===== src/rtl/cello_tt_sweeper_if.sv =====
`default_nettype none
// +--------------------------------------------------------------------------+
// | Module : cello_tt_sweeper_if                                             |
// | Brief  : Control, status and netlist-facing signals of the sweeper.      |
// | Rev    : 1.0                                                             |
// +--------------------------------------------------------------------------+
interface cello_tt_sweeper_if;
  logic        start;
  logic        abort;
  logic        dut_out;
  logic        in1;
  logic        in2;
  logic        in3;
  logic        in4;
  logic        busy;
  logic        done;
  logic [15:0] tt_obs;
  logic [15:0] mismatch;
  logic [15:0] unstable;
  logic        pass;

  // Controller side; it also hosts the netlist, so it returns dut_out
  modport master (
    output start, abort, dut_out,
    input  in1, in2, in3, in4, busy, done, tt_obs, mismatch, unstable, pass
  );

  modport slave (
    input  start, abort, dut_out,
    output in1, in2, in3, in4, busy, done, tt_obs, mismatch, unstable, pass
  );
endinterface
`default_nettype wire


===== src/rtl/cello_tt_sweeper.sv =====
`default_nettype none
// +--------------------------------------------------------------------------+
// | Module : cello_tt_sweeper                                                |
// | Brief  : Sweeps 16 input combinations of a 4-input gate netlist and      |
// |          checks the settled truth table against EXPECTED.                |
// | Rev    : 1.0                                                             |
// +--------------------------------------------------------------------------+
module cello_tt_sweeper #(
  parameter int          SETTLE_CYCLES = 16,
  parameter int          SAMPLES       = 3,
  parameter logic [15:0] EXPECTED      = 16'h3B68
) (
  input logic               clk,
  input logic               rst_n,
  cello_tt_sweeper_if.slave bus
);

  localparam int c_scw = $clog2(SETTLE_CYCLES + 1);
  localparam int c_smw = $clog2(SAMPLES + 1);
  localparam logic [c_scw-1:0] c_settle_load = c_scw'(SETTLE_CYCLES - 1);
  localparam logic [c_smw-1:0] c_smp_last    = c_smw'(SAMPLES - 1);

  typedef enum logic [2:0] {
    S_IDLE   = 3'd0,
    S_APPLY  = 3'd1,
    S_SETTLE = 3'd2,
    S_SAMPLE = 3'd3,
    S_NEXT   = 3'd4,
    S_DONE   = 3'd5
  } state_t;

  state_t             r_state;
  state_t             w_state_nxt;
  logic [3:0]         r_idx;
  logic [3:0]         r_in;
  logic [c_scw-1:0]   r_settle_cnt;
  logic [c_smw-1:0]   r_smp_cnt;
  logic               r_sync1;
  logic               r_sync2;
  logic               r_ref;
  logic               r_done;
  logic               r_pass;
  logic [15:0]        r_tt_obs;
  logic [15:0]        r_mismatch;
  logic [15:0]        r_unstable;
  logic               w_sample;

  // dut_out is asynchronous to clk
  always_ff @(posedge clk or negedge rst_n) begin
    if (!rst_n) begin
      r_sync1 <= 1'b0;
      r_sync2 <= 1'b0;
    end else begin
      r_sync1 <= bus.dut_out;
      r_sync2 <= r_sync1;
    end
  end

  always_ff @(posedge clk or negedge rst_n) begin
    if (!rst_n) r_state <= S_IDLE;
    else        r_state <= w_state_nxt;
  end

  always_comb begin
    w_state_nxt = r_state;
    if (bus.abort) begin
      w_state_nxt = S_IDLE;
    end else begin
      case (r_state)
        S_IDLE:   if (bus.start) w_state_nxt = S_APPLY;
        S_APPLY:  w_state_nxt = S_SETTLE;
        S_SETTLE: if (r_settle_cnt == '0) w_state_nxt = S_SAMPLE;
        S_SAMPLE: if (r_smp_cnt == c_smp_last) w_state_nxt = S_NEXT;
        S_NEXT:   w_state_nxt = (r_idx == 4'hF) ? S_DONE : S_APPLY;
        S_DONE:   w_state_nxt = S_IDLE;
        default:  w_state_nxt = S_IDLE;
      endcase
    end
  end

  // With a single sample the live bit is its own reference
  assign w_sample = (r_smp_cnt == '0) ? r_sync2 : r_ref;

  always_ff @(posedge clk or negedge rst_n) begin
    if (!rst_n) begin
      r_idx        <= 4'd0;
      r_in         <= 4'd0;
      r_settle_cnt <= '0;
      r_smp_cnt    <= '0;
      r_ref        <= 1'b0;
      r_done       <= 1'b0;
      r_pass       <= 1'b0;
      r_tt_obs     <= 16'd0;
      r_mismatch   <= 16'd0;
      r_unstable   <= 16'd0;
    end else begin
      r_done <= 1'b0;
      if (bus.abort) begin
        r_pass <= 1'b0;
      end else begin
        case (r_state)
          S_IDLE: begin
            if (bus.start) begin
              r_idx      <= 4'd0;
              r_tt_obs   <= 16'd0;
              r_mismatch <= 16'd0;
              r_unstable <= 16'd0;
              r_pass     <= 1'b0;
            end
          end
          S_APPLY: begin
            r_in         <= r_idx;
            r_settle_cnt <= c_settle_load;
          end
          S_SETTLE: begin
            if (r_settle_cnt != '0) r_settle_cnt <= r_settle_cnt - 1'b1;
            else                    r_smp_cnt    <= '0;
          end
          S_SAMPLE: begin
            if (r_smp_cnt == '0)
              r_ref <= r_sync2;
            else if (r_sync2 != r_ref)
              r_unstable[r_idx] <= 1'b1;
            if (r_smp_cnt == c_smp_last)
              r_tt_obs[r_idx] <= w_sample;
            else
              r_smp_cnt <= r_smp_cnt + 1'b1;
          end
          S_NEXT: begin
            if (r_idx != 4'hF) r_idx <= r_idx + 1'b1;
          end
          S_DONE: begin
            r_done     <= 1'b1;
            r_mismatch <= r_tt_obs ^ EXPECTED;
            r_pass     <= (r_tt_obs == EXPECTED) && (r_unstable == 16'd0);
          end
          default: ;
        endcase
      end
    end
  end

  assign bus.in1      = r_in[3];
  assign bus.in2      = r_in[2];
  assign bus.in3      = r_in[1];
  assign bus.in4      = r_in[0];
  assign bus.busy     = (r_state != S_IDLE);
  assign bus.done     = r_done;
  assign bus.tt_obs   = r_tt_obs;
  assign bus.mismatch = r_mismatch;
  assign bus.unstable = r_unstable;
  assign bus.pass     = r_pass;

endmodule
`default_nettype wire

===== src/flat_wrapper.sv =====
// flat-port wrapper written by rule: the top's interface ports become plain ports
module cello_tt_sweeper_flat 
#(
  parameter int          SETTLE_CYCLES = 16,
  parameter int          SAMPLES       = 3,
  parameter logic [15:0] EXPECTED      = 16'h3B68
)
  (clk, rst_n, bus_start, bus_abort, bus_dut_out, bus_in1, bus_in2, bus_in3, bus_in4, bus_busy, bus_done, bus_tt_obs, bus_mismatch, bus_unstable, bus_pass);
  cello_tt_sweeper_if bus_i ();
  input logic clk;
  input logic rst_n;
  input wire logic [$bits(bus_i.start)-1:0] bus_start;
  input wire logic [$bits(bus_i.abort)-1:0] bus_abort;
  input wire logic [$bits(bus_i.dut_out)-1:0] bus_dut_out;
  output wire logic [$bits(bus_i.in1)-1:0] bus_in1;
  output wire logic [$bits(bus_i.in2)-1:0] bus_in2;
  output wire logic [$bits(bus_i.in3)-1:0] bus_in3;
  output wire logic [$bits(bus_i.in4)-1:0] bus_in4;
  output wire logic [$bits(bus_i.busy)-1:0] bus_busy;
  output wire logic [$bits(bus_i.done)-1:0] bus_done;
  output wire logic [$bits(bus_i.tt_obs)-1:0] bus_tt_obs;
  output wire logic [$bits(bus_i.mismatch)-1:0] bus_mismatch;
  output wire logic [$bits(bus_i.unstable)-1:0] bus_unstable;
  output wire logic [$bits(bus_i.pass)-1:0] bus_pass;
  assign bus_i.start = bus_start;
  assign bus_i.abort = bus_abort;
  assign bus_i.dut_out = bus_dut_out;
  assign bus_in1 = bus_i.in1;
  assign bus_in2 = bus_i.in2;
  assign bus_in3 = bus_i.in3;
  assign bus_in4 = bus_i.in4;
  assign bus_busy = bus_i.busy;
  assign bus_done = bus_i.done;
  assign bus_tt_obs = bus_i.tt_obs;
  assign bus_mismatch = bus_i.mismatch;
  assign bus_unstable = bus_i.unstable;
  assign bus_pass = bus_i.pass;
  cello_tt_sweeper #(.SETTLE_CYCLES(SETTLE_CYCLES), .SAMPLES(SAMPLES), .EXPECTED(EXPECTED)) u_core (.clk(clk), .rst_n(rst_n), .bus(bus_i));
endmodule

===== config.mk =====
export PLATFORM = sky130hd
export DESIGN_NAME = cello_tt_sweeper_flat
export DESIGN_NICKNAME = d
export VERILOG_FILES = /design/src/rtl/cello_tt_sweeper_if.sv /design/src/rtl/cello_tt_sweeper.sv /design/src/flat_wrapper.sv
export SDC_FILE = /design/constraint.sdc
export NUM_CORES = 1
export LEC_CHECK = 0
export CORE_MARGIN = 4
export CORE_UTILIZATION = 47
export DETAILED_ROUTE_END_ITERATION = 10
export GPL_TIMING_DRIVEN = 0
export PLACE_DENSITY = 0.76
export REMOVE_ABC_BUFFERS = 1
export SETUP_SLACK_MARGIN = 0.05
export SYNTH_ARGS = -nofsm -noshare
export SYNTH_HDL_FRONTEND = slang
export SYNTH_SLANG_ARGS = --single-unit
export TNS_END_PERCENT = 10

===== constraint.sdc =====
create_clock -name clk -period 2.1 [get_ports clk]
set_clock_uncertainty 0.15 [all_clocks]
set_input_delay 0.525 -clock clk [delete_from_list [all_inputs] [get_ports clk]]
set_output_delay 0.525 -clock clk [all_outputs]
set_load 0.01 [all_outputs]

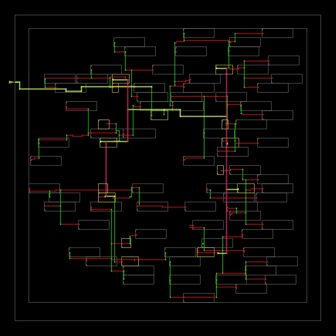
(run_1/clocks.png)
Flops: 71
CTS sink count: 71
Clk power: 943 uW
clk latency late pin: 350 ps
cts bufs inserted: 9

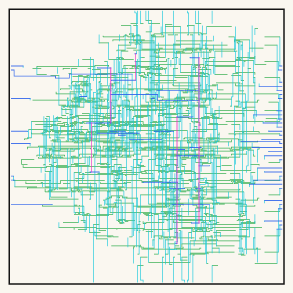
(run_1/wires.png)
Scale: 3 px per um.
[metal 2] cyan | wire length: 3880 um
[metal 3] blue | wire length: 386 um
[metal 1] green | wire length: 3670 um
[metal 4] magenta | wire length: 141 um

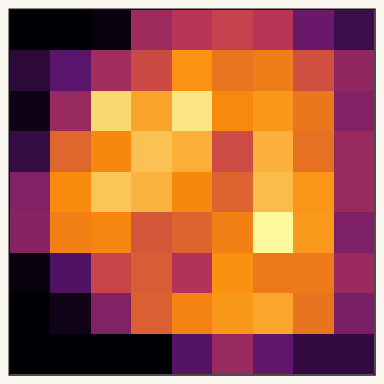
(run_1/cell_density.png)
Scale: 4 px per um. 9 x 9 tiles, from black (low) to pale yellow (high), 0 to 100% covered.
fullest tile: 99%
emptiest ninth of the die: lower left
tiles over 75% full: 21%

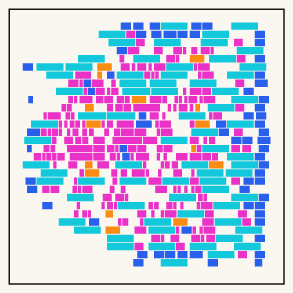
(run_1/placement_by_type.png)
Scale: 3 px per um.
[clock drivers and dummy loads] orange | cells: 15 | share of their area: 4.0%
[remaining buffers and delay cells] blue | cells: 66 | share of their area: 16%
[sequential cells] cyan | cells: 71 | share of their area: 43%
[combinational and other logic] magenta | cells: 216 | share of their area: 37%

==> results.toml, run 1 <==
# physical design summary
[drt]
wl_per_cell_um = 18.0
drt_pass1_iterations = 4
antenna_left = 0
highest_layer = "met4"
viasPerCell = 5.95

[final_timing]
slew-limit-headroom = 0.410
rsz0062_at_grt = "true"
tns_ps = 0
fin_crit_ps = 2080

[die]
rows = 30
coreArea_um2 = 6760
io_pins = 60

[critical_path]
critPathMaxStageDelay_ps = 670
timing.rr.end = "u_core.bus.unstable[10]"
path_class = "reg2reg"
worstRegToRegCells = 4
r2r_slack_ps = 20

[grt]
met2_usage = 0.318
grt.busiest_layer = "met2"
antenna_found_initial = 0
grt_usage = 0.201
grt_max_degree = 72

[clock_tree]
post_cts_buffers = 3
clk_pin_slew_ps = 80
cts_resized = 25
clockBufferDepth = 2

[yosys]
netlist_instances = 305
async_reset_ff_frac = 1.00
synth.distinct_cells = 48
ys_sh_aoi = 0.202
synthTopLogicFamily = "AND-OR/OR-AND gates"

[layout]
lay_top_cells = "68 x dfrtp_1, 51 x clkdlybuf4s50_1, 36 x nand2_1, 26 x nor2_1"
seqCellArea_um2 = 1780
nonClkBufAreaFrac = 0.154
lay_top_count = "dfrtp_1"

[pwr]
clkPwrFrac = 0.334
swShare = 0.291
pwr-share-seq = 0.529
p_switching_uw = 822
ir_drop_mv = 0.397
powerDensity_nw_per_um2 = 670

[outcome]
status = "complete, no violations"

[run]
drv_cap = 0
--- run 2 (diff from run 1) ---
--- a/config.mk
+++ b/config.mk
@@ -6,12 +6,13 @@
 export NUM_CORES = 1
 export LEC_CHECK = 0
 export CORE_MARGIN = 4
-export CORE_UTILIZATION = 47
+export CORE_UTILIZATION = 52
 export DETAILED_ROUTE_END_ITERATION = 10
 export GPL_TIMING_DRIVEN = 0
-export PLACE_DENSITY = 0.76
+export PLACE_DENSITY = 0.79
 export REMOVE_ABC_BUFFERS = 1
 export SETUP_SLACK_MARGIN = 0.05
+export SLEW_MARGIN = 20
 export SYNTH_ARGS = -nofsm -noshare
 export SYNTH_HDL_FRONTEND = slang
 export SYNTH_SLANG_ARGS = --single-unit
==> constraint.sdc (replaced) <==
create_clock -name clk -period 2.3 [get_ports clk]
set_clock_uncertainty 0.15 [all_clocks]
set_input_delay 0.575 -clock clk [delete_from_list [all_inputs] [get_ports clk]]
set_output_delay 0.575 -clock clk [all_outputs]
set_load 0.01 [all_outputs]
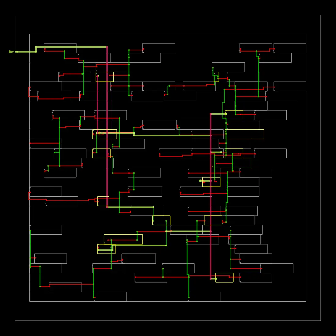
(run_2/clocks.png)
# clk buffers: 11
clk latency late pin: 340 ps
Clk power: 1230 uW

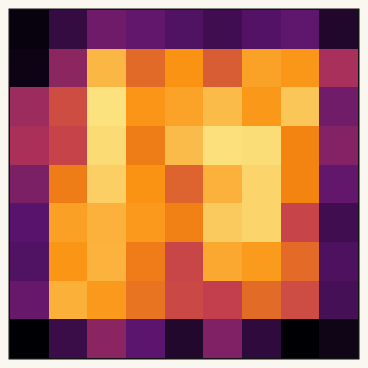
(run_2/cell_density.png)
Scale: 4 px per um. 9 x 9 tiles, from black (low) to pale yellow (high), 0 to 100% covered.
nearly empty tiles: 2.5%
tiles over 75% full: 36%
emptiest ninth of the die: lower right
densest ninth of the die: centre

==> run 2 against run 1 <==
Compared with the run above: the run now ends with hold timing left; synthesized cell count did not move; flip-flop count did not move; final cell count fell by 2.2%; combinational power fell by 19%; non-clock buffer count fell by 5; first-iteration DRC count fell by 3.9%; register-to-register slack improved by 90 ps; worst hold slack got worse by 130 ps; critical path type is now in2reg; largest cell class unchanged; largest power group unchanged.
==> results.toml, run 2 <==
# physical design summary
[critical_path]
start_kind = "input port"
critPathMaxStageDelay_ps = 650
path_class = "in2reg"
worstRegToRegCells = 4
timing.rr.end = "u_core.bus.unstable[8]"

[grt]
met2_usage = 0.337
grt_max_degree = 42
antenna_found_initial = 0
grt.busiest_layer = "met2"
grt_usage = 0.225

[die]
io_pins = 60
rows = 28

[final_timing]
tns_ps = 0
rsz0062_at_grt = "true"
whs_ps = -3.26
fin_crit_ps = 2240
finalHoldViolations = 2

[drt]
wl_per_cell_um = 18.0
antenna_left = 0
viasPerCell = 5.96
drt_pass1_iterations = 4

[layout]
ff_count = 71
lay_top_count = "dfrtp_1"
lay_top_cells = "68 x dfrtp_1, 56 x clkdlybuf4s50_1, 36 x nand2_1, 27 x nor2_1"
seqCellArea_um2 = 1780

[pwr]
p_switching_uw = 718
powerDensity_nw_per_um2 = 698
clkPwrFrac = 0.423
ir_drop_mv = 0.433
pwr-share-seq = 0.469
swShare = 0.247

[yosys]
synth.distinct_cells = 48
async_reset_ff_frac = 1.00
synthTopLogicFamily = "AND-OR/OR-AND gates"
ys_sh_aoi = 0.202
netlist_instances = 305

[placed_design]
gp_congestion = 0.856

[clock_tree]
cts.sinks = 71
cts_buffers = 9
clockBufferDepth = 2
h-tree-depth = 3

[outcome]
status = "complete, but fails checks"
failed_checks = "hold timing"
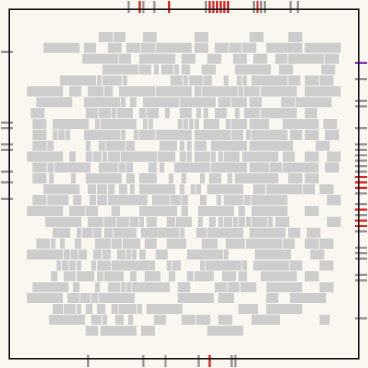
(run_2/io_placement.png)
Scale: 4 px per um. Pins as bars across the die edge, other pins in grey.
[bus_done] purple | pins: 1 | direction: output | edge: right
[bus_unstable] red | pins: 16 | direction: output | edge: 9 top, 6 right, 1 bottom
all pins by edge: 27 right, 18 top, 8 left, 7 bottom

--- run 3 (diff from run 2) ---
--- a/config.mk
+++ b/config.mk
@@ -9,7 +9,7 @@
 export CORE_UTILIZATION = 52
 export DETAILED_ROUTE_END_ITERATION = 10
 export GPL_TIMING_DRIVEN = 0
-export PLACE_DENSITY = 0.79
+export PLACE_DENSITY = 0.87
 export REMOVE_ABC_BUFFERS = 1
 export SETUP_SLACK_MARGIN = 0.05
 export SLEW_MARGIN = 20
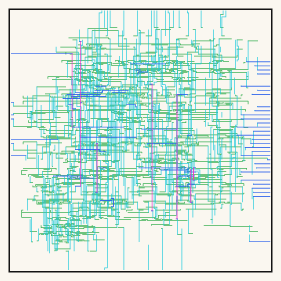
(run_3/wires.png)
Scale: 3 px per um.
final WL: 7810 um
vias: 2691
gr usage total: 0.218

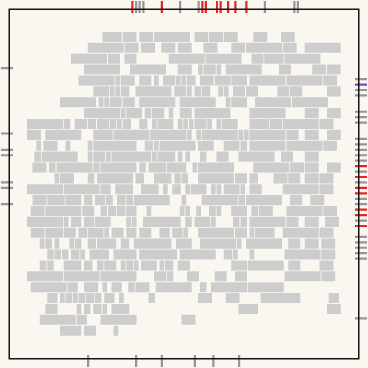
(run_3/io_placement.png)
Scale: 4 px per um. Pins as bars across the die edge, other pins in grey.
port bufs: 59
Die X: 87.0 um
Die H: 87.0 um

==> run 3 against run 2 <==
Compared with the run above: the run now ends clean; first-iteration DRC count decreased by 8.7%; via count is 3.1% higher; synthesized cell count unchanged; die area unchanged; final cell count rose by 0.46%; non-clock buffer count is 2 higher; global-route usage decreased by 0.75 points; sequential share of layout area up 0.36 points; maximum frequency is 1.0% higher; largest power group unchanged.
==> results.toml, run 3 <==
# physical design summary
[outcome]
status = "complete, no violations"

[drt]
drt_pass1_iterations = 4
viasPerCell = 6.12
wl_per_cell_um = 17.8

[grt]
antenna_found_initial = 0
grt_max_degree = 52
grt.busiest_layer = "met2"
met2_usage = 0.333

[critical_path]
timing.rr.end = "u_core.r_idx[2]"
critPathMaxStageDelay_ps = 770
worstRegToRegCells = 4
path_class = "reg2reg"

[die]
io_pins = 60
rows = 28

[pwr]
p_switching_uw = 715
pwr-share-seq = 0.513
swShare = 0.269
ir_drop_mv = 0.443

[yosys]
synth.distinct_cells = 48
async_reset_ff_frac = 1.00
ys_sh_aoi = 0.202

[clock_tree]
cts_buffers = 9
h-tree-depth = 3
clockBufferDepth = 2

[final_timing]
rsz0062_at_grt = "true"
finalHoldViolations = 0
whs_ps = 208
tns_ps = 0

[layout]
lay_top_count = "dfrtp_1"
ff_count = 71
seqCellArea_um2 = 1780
lay_top_cells = "68 x dfrtp_1, 56 x clkdlybuf4s50_1, 36 x nand2_1, 27 x nor2_1"
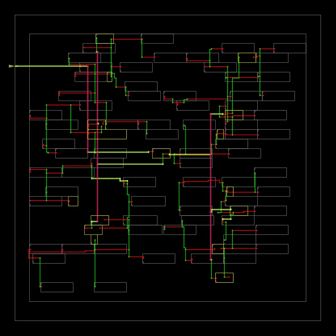
(run_3/clocks.png)
# clk buffers: 10
clk latency late pin: 350 ps
Clk power: 971 uW

Power is estimated from default activity; no workload was simulated.
